File: src/rtl/reg_bank_pkg.sv
// reg_bank_pkg: shared definitions for the register bank, the ALU and the
// branch unit.
//   DATA_W_DEF / ADDR_W_DEF : default operand and address widths
//   FLG_Z / FLG_C / FLG_N    : bit positions of zero / carry / negative flags
//   FLAG_RST                 : status register reset value (zero flag set)
//   addr_ok()                : true when an address maps to a writable,
//                              readable (non-hardwired) register
package reg_bank_pkg;

  localparam int DATA_W_DEF = 8;
  localparam int ADDR_W_DEF = 2;

  localparam int FLG_Z = 0;
  localparam int FLG_C = 1;
  localparam int FLG_N = 2;

  localparam logic [2:0] FLAG_RST = 3'b001;

  typedef logic [2:0] flags_t;

  // An address is live when it is inside the array and is not the
  // hardwired-zero slot.
  function automatic logic addr_ok(input int unsigned addr,
                                   input int unsigned num_regs,
                                   input logic        zero_reg);
    logic ok;
    ok = 1'b1;
    if (addr >= num_regs) begin
      ok = 1'b0;
    end else if (zero_reg && (addr == 32'd0)) begin
      ok = 1'b0;
    end else begin
      ok = 1'b1;
    end
    return ok;
  endfunction

endpackage

File: src/rtl/reg_bank_if.sv
// reg_bank_if: bus bundle between the register bank and its datapath user.
//   Read ports A/B (address in, data out), write-back port, and the
//   ALU flag inputs / latched flag outputs.
//   slave  : register bank side
//   master : datapath / controller side
interface reg_bank_if #(
  parameter int DATA_W = reg_bank_pkg::DATA_W_DEF,
  parameter int ADDR_W = reg_bank_pkg::ADDR_W_DEF
);
  logic [ADDR_W-1:0] rd_addr_a;
  logic [ADDR_W-1:0] rd_addr_b;
  logic [DATA_W-1:0] rd_data_a;
  logic [DATA_W-1:0] rd_data_b;
  logic              wr_en;
  logic [ADDR_W-1:0] wr_addr;
  logic [DATA_W-1:0] wr_data;
  logic              flag_we;
  logic              zero_in;
  logic              carry_in;
  logic              neg_in;
  logic              zero_q;
  logic              carry_q;
  logic              neg_q;

  modport slave (
    input  rd_addr_a, rd_addr_b, wr_en, wr_addr, wr_data,
    input  flag_we, zero_in, carry_in, neg_in,
    output rd_data_a, rd_data_b, zero_q, carry_q, neg_q
  );

  modport master (
    output rd_addr_a, rd_addr_b, wr_en, wr_addr, wr_data,
    output flag_we, zero_in, carry_in, neg_in,
    input  rd_data_a, rd_data_b, zero_q, carry_q, neg_q
  );
endinterface

File: src/rtl/reg_flags.sv
// reg_flags: 3-bit status register (zero/carry/negative).
//   clk     : clock, rising edge
//   rst_n   : synchronous active-low reset, loads FLAG_RST
//   i_load  : load enable
//   i_flags : new flag vector (bit order FLG_Z/FLG_C/FLG_N)
//   o_flags : latched flag vector
module reg_flags
  import reg_bank_pkg::*;
(
  input  logic   clk,
  input  logic   rst_n,
  input  logic   i_load,
  input  flags_t i_flags,
  output flags_t o_flags
);

  flags_t r_flags;

  // Status register: reset has priority over load.
  always_ff @(posedge clk) begin
    if (!rst_n) begin
      r_flags <= FLAG_RST;
    end else if (i_load) begin
      r_flags <= i_flags;
    end else begin
      r_flags <= r_flags;
    end
  end

  assign o_flags = r_flags;

endmodule

File: src/rtl/reg_bank.sv
// reg_bank: general-purpose register file plus status register.
//   clk   : clock, rising edge
//   rst_n : synchronous active-low reset (registers -> 0, flags -> FLAG_RST)
//   bus   : reg_bank_if.slave - two combinational read ports, one write-back
//           port, flag load and latched flag outputs
// Optional feature: define REG_BANK_BYPASS_EN to forward a legal same-cycle
// write to any read port addressing the written register.
module reg_bank
  import reg_bank_pkg::*;
#(
  parameter int DATA_W   = DATA_W_DEF,
  parameter int NUM_REGS = 4,
  parameter int ADDR_W   = ADDR_W_DEF,
  parameter int ZERO_REG = 0
) (
  input  logic        clk,
  input  logic        rst_n,
  reg_bank_if.slave   bus
);

  if (NUM_REGS > (2 ** ADDR_W)) begin : g_bad_params
    $error("reg_bank: NUM_REGS exceeds 2**ADDR_W");
  end

  logic [DATA_W-1:0] r_regs [NUM_REGS];
  logic              w_wr_ok;
  logic [DATA_W-1:0] w_rd_a;
  logic [DATA_W-1:0] w_rd_b;
  flags_t            w_flags_in;
  flags_t            w_flags_q;

  assign w_wr_ok = bus.wr_en &&
                   addr_ok(32'(bus.wr_addr), NUM_REGS, (ZERO_REG != 0));

  // Register array: reset clears all, otherwise legal writes update one slot.
  always_ff @(posedge clk) begin
    for (int i = 0; i < NUM_REGS; i++) begin
      if (!rst_n) begin
        r_regs[i] <= {DATA_W{1'b0}};
      end else if (w_wr_ok && (bus.wr_addr == ADDR_W'(i))) begin
        r_regs[i] <= bus.wr_data;
      end else begin
        r_regs[i] <= r_regs[i];
      end
    end
  end

  // Read muxes: dead addresses (out of range / hardwired zero) read as 0.
  always_comb begin
    w_rd_a = {DATA_W{1'b0}};
    w_rd_b = {DATA_W{1'b0}};
    for (int i = 0; i < NUM_REGS; i++) begin
      if ((bus.rd_addr_a == ADDR_W'(i)) &&
          addr_ok(32'(i), NUM_REGS, (ZERO_REG != 0))) begin
        w_rd_a = r_regs[i];
      end else begin
        w_rd_a = w_rd_a;
      end
      if ((bus.rd_addr_b == ADDR_W'(i)) &&
          addr_ok(32'(i), NUM_REGS, (ZERO_REG != 0))) begin
        w_rd_b = r_regs[i];
      end else begin
        w_rd_b = w_rd_b;
      end
    end
`ifdef REG_BANK_BYPASS_EN
    // Write-through: only legal writes forward, so dead slots still read 0.
    if (w_wr_ok && (bus.rd_addr_a == bus.wr_addr)) begin
      w_rd_a = bus.wr_data;
    end else begin
      w_rd_a = w_rd_a;
    end
    if (w_wr_ok && (bus.rd_addr_b == bus.wr_addr)) begin
      w_rd_b = bus.wr_data;
    end else begin
      w_rd_b = w_rd_b;
    end
`endif
  end

  // Pack ALU flags into the shared bit order.
  always_comb begin
    w_flags_in        = 3'b000;
    w_flags_in[FLG_Z] = bus.zero_in;
    w_flags_in[FLG_C] = bus.carry_in;
    w_flags_in[FLG_N] = bus.neg_in;
  end

  reg_flags u_flags (
    .clk     (clk),
    .rst_n   (rst_n),
    .i_load  (bus.flag_we),
    .i_flags (w_flags_in),
    .o_flags (w_flags_q)
  );

  assign bus.rd_data_a = w_rd_a;
  assign bus.rd_data_b = w_rd_b;
  assign bus.zero_q    = w_flags_q[FLG_Z];
  assign bus.carry_q   = w_flags_q[FLG_C];
  assign bus.neg_q     = w_flags_q[FLG_N];

endmodule
File: src/flat_wrapper.sv
// flat-port wrapper written by rule: the top's interface ports become plain ports
module reg_bank_flat import reg_bank_pkg::*;
#(
  parameter int DATA_W   = DATA_W_DEF,
  parameter int NUM_REGS = 4,
  parameter int ADDR_W   = ADDR_W_DEF,
  parameter int ZERO_REG = 0
)
  (clk, rst_n, bus_rd_addr_a, bus_rd_addr_b, bus_wr_en, bus_wr_addr, bus_wr_data, bus_flag_we, bus_zero_in, bus_carry_in, bus_neg_in, bus_rd_data_a, bus_rd_data_b, bus_zero_q, bus_carry_q, bus_neg_q);
  reg_bank_if #(.DATA_W(DATA_W), .ADDR_W(ADDR_W)) bus_i ();
  input  logic clk;
  input  logic rst_n;
  input wire logic [$bits(bus_i.rd_addr_a)-1:0] bus_rd_addr_a;
  input wire logic [$bits(bus_i.rd_addr_b)-1:0] bus_rd_addr_b;
  input wire logic [$bits(bus_i.wr_en)-1:0] bus_wr_en;
  input wire logic [$bits(bus_i.wr_addr)-1:0] bus_wr_addr;
  input wire logic [$bits(bus_i.wr_data)-1:0] bus_wr_data;
  input wire logic [$bits(bus_i.flag_we)-1:0] bus_flag_we;
  input wire logic [$bits(bus_i.zero_in)-1:0] bus_zero_in;
  input wire logic [$bits(bus_i.carry_in)-1:0] bus_carry_in;
  input wire logic [$bits(bus_i.neg_in)-1:0] bus_neg_in;
  output wire logic [$bits(bus_i.rd_data_a)-1:0] bus_rd_data_a;
  output wire logic [$bits(bus_i.rd_data_b)-1:0] bus_rd_data_b;
  output wire logic [$bits(bus_i.zero_q)-1:0] bus_zero_q;
  output wire logic [$bits(bus_i.carry_q)-1:0] bus_carry_q;
  output wire logic [$bits(bus_i.neg_q)-1:0] bus_neg_q;
  assign bus_i.rd_addr_a = bus_rd_addr_a;
  assign bus_i.rd_addr_b = bus_rd_addr_b;
  assign bus_i.wr_en = bus_wr_en;
  assign bus_i.wr_addr = bus_wr_addr;
  assign bus_i.wr_data = bus_wr_data;
  assign bus_i.flag_we = bus_flag_we;
  assign bus_i.zero_in = bus_zero_in;
  assign bus_i.carry_in = bus_carry_in;
  assign bus_i.neg_in = bus_neg_in;
  assign bus_rd_data_a = bus_i.rd_data_a;
  assign bus_rd_data_b = bus_i.rd_data_b;
  assign bus_zero_q = bus_i.zero_q;
  assign bus_carry_q = bus_i.carry_q;
  assign bus_neg_q = bus_i.neg_q;
  reg_bank #(.DATA_W(DATA_W), .NUM_REGS(NUM_REGS), .ADDR_W(ADDR_W), .ZERO_REG(ZERO_REG)) u_core (.clk(clk), .rst_n(rst_n), .bus(bus_i));
endmodule
File: config.mk
export PLATFORM = sky130hd
export DESIGN_NAME = reg_bank_flat
export DESIGN_NICKNAME = d
export VERILOG_FILES = /design/src/rtl/reg_bank_pkg.sv /design/src/rtl/reg_bank_if.sv /design/src/rtl/reg_flags.sv /design/src/rtl/reg_bank.sv /design/src/flat_wrapper.sv
export SDC_FILE = /design/constraint.sdc
export NUM_CORES = 1
export LEC_CHECK = 0
export CORE_ASPECT_RATIO = 0.8
export CORE_MARGIN = 2
export CORE_UTILIZATION = 49
export CTS_CLUSTER_DIAMETER = 30
export DETAILED_ROUTE_END_ITERATION = 8
export GPL_TIMING_DRIVEN = 1
export PLACE_DENSITY_LB_ADDON = 0.12
export RECOVER_POWER = 100
export SYNTH_ARGS = -nofsm -noshare
export SYNTH_HDL_FRONTEND = slang
export SYNTH_SLANG_ARGS = --single-unit
export TNS_END_PERCENT = 5
File: constraint.sdc
create_clock -name clk -period 2 [get_ports clk]
set_clock_uncertainty 0.15 [all_clocks]
set_input_delay 0.3 -clock clk [delete_from_list [all_inputs] [get_ports clk]]
set_output_delay 0.3 -clock clk [all_outputs]
set_load 0.02 [all_outputs]
Figure 1. Signal wires on met1.
Bar = 20 um.
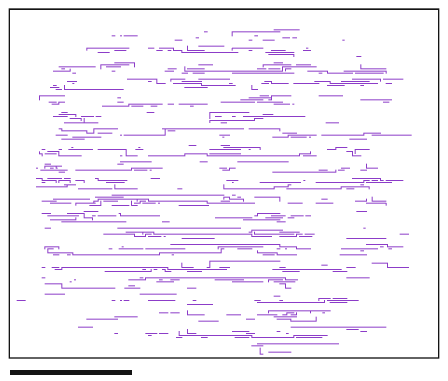
nets with wire on the layer	159
share of all routed wire	42%
main direction	horizontal
longest straight run	23.0 um
wire length on this layer	1440 um

Figure 2. M2 wires.
Bar = 20 um.
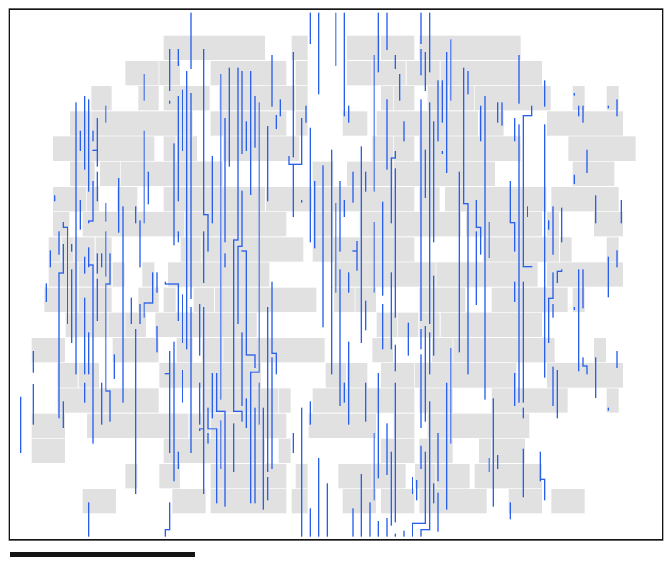
share of all routed wire	52%
longest straight run	35.0 um

final cells by class:
type,count,area [um^2]
inverter,1,3.754
multi-input combinational,63,668.1
sequential,35,1021
clock inverter,1,5.005
tap,42,52.55
timing repair buffer,52,395.4
fill,255,1177
clock buffer,7,76.32
how the worst max path moves through the flow:
stage,endpoint,startpoint,depth (start not counted),slack [ns]
3_3_place_gp,bus_rd_data_a[5],bus_rd_addr_a[0],4,-0.47
3_5_place_dp,bus_rd_data_b[4],bus_rd_addr_b[0],4,-0.46
2_1_floorplan,u_core.r_regs[0][0]$_SDFFCE_PN0P_,bus_wr_addr[1],2,0.41
4_1_cts,bus_rd_data_a[4],bus_rd_addr_a[0],4,-0.08
6_report,bus_rd_data_b[2],bus_rd_addr_b[1],4,0.12
5_1_grt,u_core.r_regs[1][0]$_SDFFCE_PN0P_,bus_wr_addr[1],4,0.07
per-stage QoR:
stage / area (um^2) / hold WS, ns / total power, mW / setup slack (ns)
after global placement: 2258 / 0.3024 / 1.257 / -0.4693
after detailed placement: 2258 / 0.3176 / 1.266 / -0.4634
after global routing: 2222 / 0.3471 / 1.727 / 0.06589
final: 2222 / 0.3215 / 1.663 / 0.1218
after floorplan: 1729 / 0.2782 / 1.077 / 0.4057
after CTS: 2261 / 0.3307 / 1.690 / -0.07519
kinds of logic after synthesis:
family | Yosys count
simple gates | 40
flops | 35
mux | 19
buf+inv | 6
compound gates | 4
routing by layer:
metal  track usage, %  wire length, um  vias up
met2            32.75             1792       25
met3            5.830              162        3
met1            22.91             1436      543
met4            6.044               29        0
li1                 -                -      510
met5                0                0        -
worst register-to-register path: stages, from the launching register on:
cell     delay, ns
dfxtp_1       0.31
mux2i_1       0.14
nor2b_1       0.07
flip-flops by register name, indices dropped and copies added, names as in the netlist:
register / cells
u_core.r_regs: 32
u_core.u_flags.o_flags: 3
==> changes_impl.md <==
### Changed

- Crit path buf inv count: 3
- Flip-flops with a built-in enable: 32
- Comb area leader: multiplexers
- WL per Instance: 17.02 um
- Number of core rows: 19
- Layout cells sized above 1: 20.13%
- Pin slew with the least headroom to its limit: 0.4986 ns
- CTS Root Cell: clkbuf_8
- Top cell area share: 55.57%
- PwrDens: 748.2 nW/um^2
- Grt total ovfl: 0
- Nets: 179
- Number of max-cap violations: 0
- Peak VDD IR: 0.0004329 V
- Yosys Instances: 104
- Yosys stat chip area: 1729 um^2
- Die Area: 4023 um^2
- Vias: 1081
- Final setup fails: 0
- Adder Share, Synth: 0%
- RR Startpoint: u_core.u_flags.o_flags[2]$_SDFFE_PN0P_
- Post-Synth AOI/OAI Area: 1.158%
- Net Sw Frac: 24.67%
- Fmax: 0.5324 GHz
- Required @ worst endpoint: 1.55 ns
- CTS Buffer Depth: 2
- Internal power: 1.252 mW
- CTS tree: yes
- Iteration-0 DRC Markers: 28
- Unrepaired setup endpoints after global routing: no
- Core box area: 3400 um^2
- Outcome: complete, no violations
- Area delta synth->final: 28.51%
- CTS buffer count: 5
- Startpoint Class: input port
- Synth Area in XOR/XNOR: 0%
- WHS Path Cells: 2
- Most frequent logic cell in the layout: edfxtp_1
- H-tree levels: 2
- Utilization after layout: 65.37%
- Final wirelength: 3421 um
- Port bufs: 39
- Worst min path class: flip-flop to flip-flop
- Seq. pwr: 0.886 mW
- CP max stage delay: 0.50 ns
- Crit path max-delay cell type: clkdlybuf4s50_1
- Biggest consumer: sequential cells
- Cts repair resizes: 66
- Synth Area per Inst: 16.63 um^2
- Hold path start: u_core.u_flags.o_flags[0]$_SDFFE_PN1P_
- R2R setup slack: 1.23 ns
- Clock net sink count: 35
- Comb power: 0.301 mW
- Clk pwr share: 28.6%
- R2r endpoint: u_core.u_flags.o_flags[2]$_SDFFE_PN0P_
- Clk slew on worst S/H paths: 0.07 ns
- Slew Viols, Final: 0
- Gpl congestion: 0.7419
- Post-route insts no fill: 201
- Placed cell count: 193
- Crit path time final: 1.878 ns
- Final TNS setup: 0 ns
- Yosys reg bits: 35
- Final ANT Viol Nets: 0
- DRT Pass-1 Iters: 4
- Vias in the first global route: 1100
- Leakage power: 0.7957 nW
- Sequential share of power: 53.3%
- Critical path class: input port to output port
- Tot GR Track Use: 18.89%
- Antenna violations before repair: 0
- Ys flop type: edfxtp_1
- First-pass GRT wire length: 5533 um
- Worst-skew pair later-pin latency: 0.28 ns
- Initial Util: 50.86%
- Dpl hpwl: 2567 um
- Logic pwr share: 18.1%
- Antenna diodes: 0
- Critical path peak fanout: 4
- Yosys warns: 0
- Chip height: 57.14 um
- Cell area leaders: edfxtp_1 56%, mux4_2 21%, and2_1 12%
- Post-Synth Simple-Gate Area: 14.91%
- Post-CTS Setup Bufs: 0
- Post-synthesis cell area: 1729 um^2
- Commonest non-fill, non-tap cells in the layout: 32 x edfxtp_1, 21 x clkbuf_1, 18 x and2_0, 16 x mux4_2, 16 x clkdlybuf4s50_1
- Psw: 0.4102 mW
- Largest net degree at the start of global routing: 11
- DRC: 0
- Post-synth top area cell: edfxtp_1
- Mux frac, synth: 22.58%
- Crit end category: output port
- Tool warnings: 27
- Critical Path AT: 1.43 ns
- Relative slew slack: 66.76%
- Crit-path cells: clkdlybuf4s50_1 -> buf_4 -> mux4_2 -> clkbuf_1
- Ports: 40
- Distinct cells, synth: 16
- Cell class contributing the biggest share of worst-path delay: buffers and inverters
- Ys async rst share: 0%
- Fin. Hold Viols: 0
- Syn Inst Count: 104
- Hold EP: u_core.u_flags.o_flags[0]$_SDFFE_PN1P_
- Period utilization: 93.91%
No activity file was given, so power comes from the tool's default toggle rates.
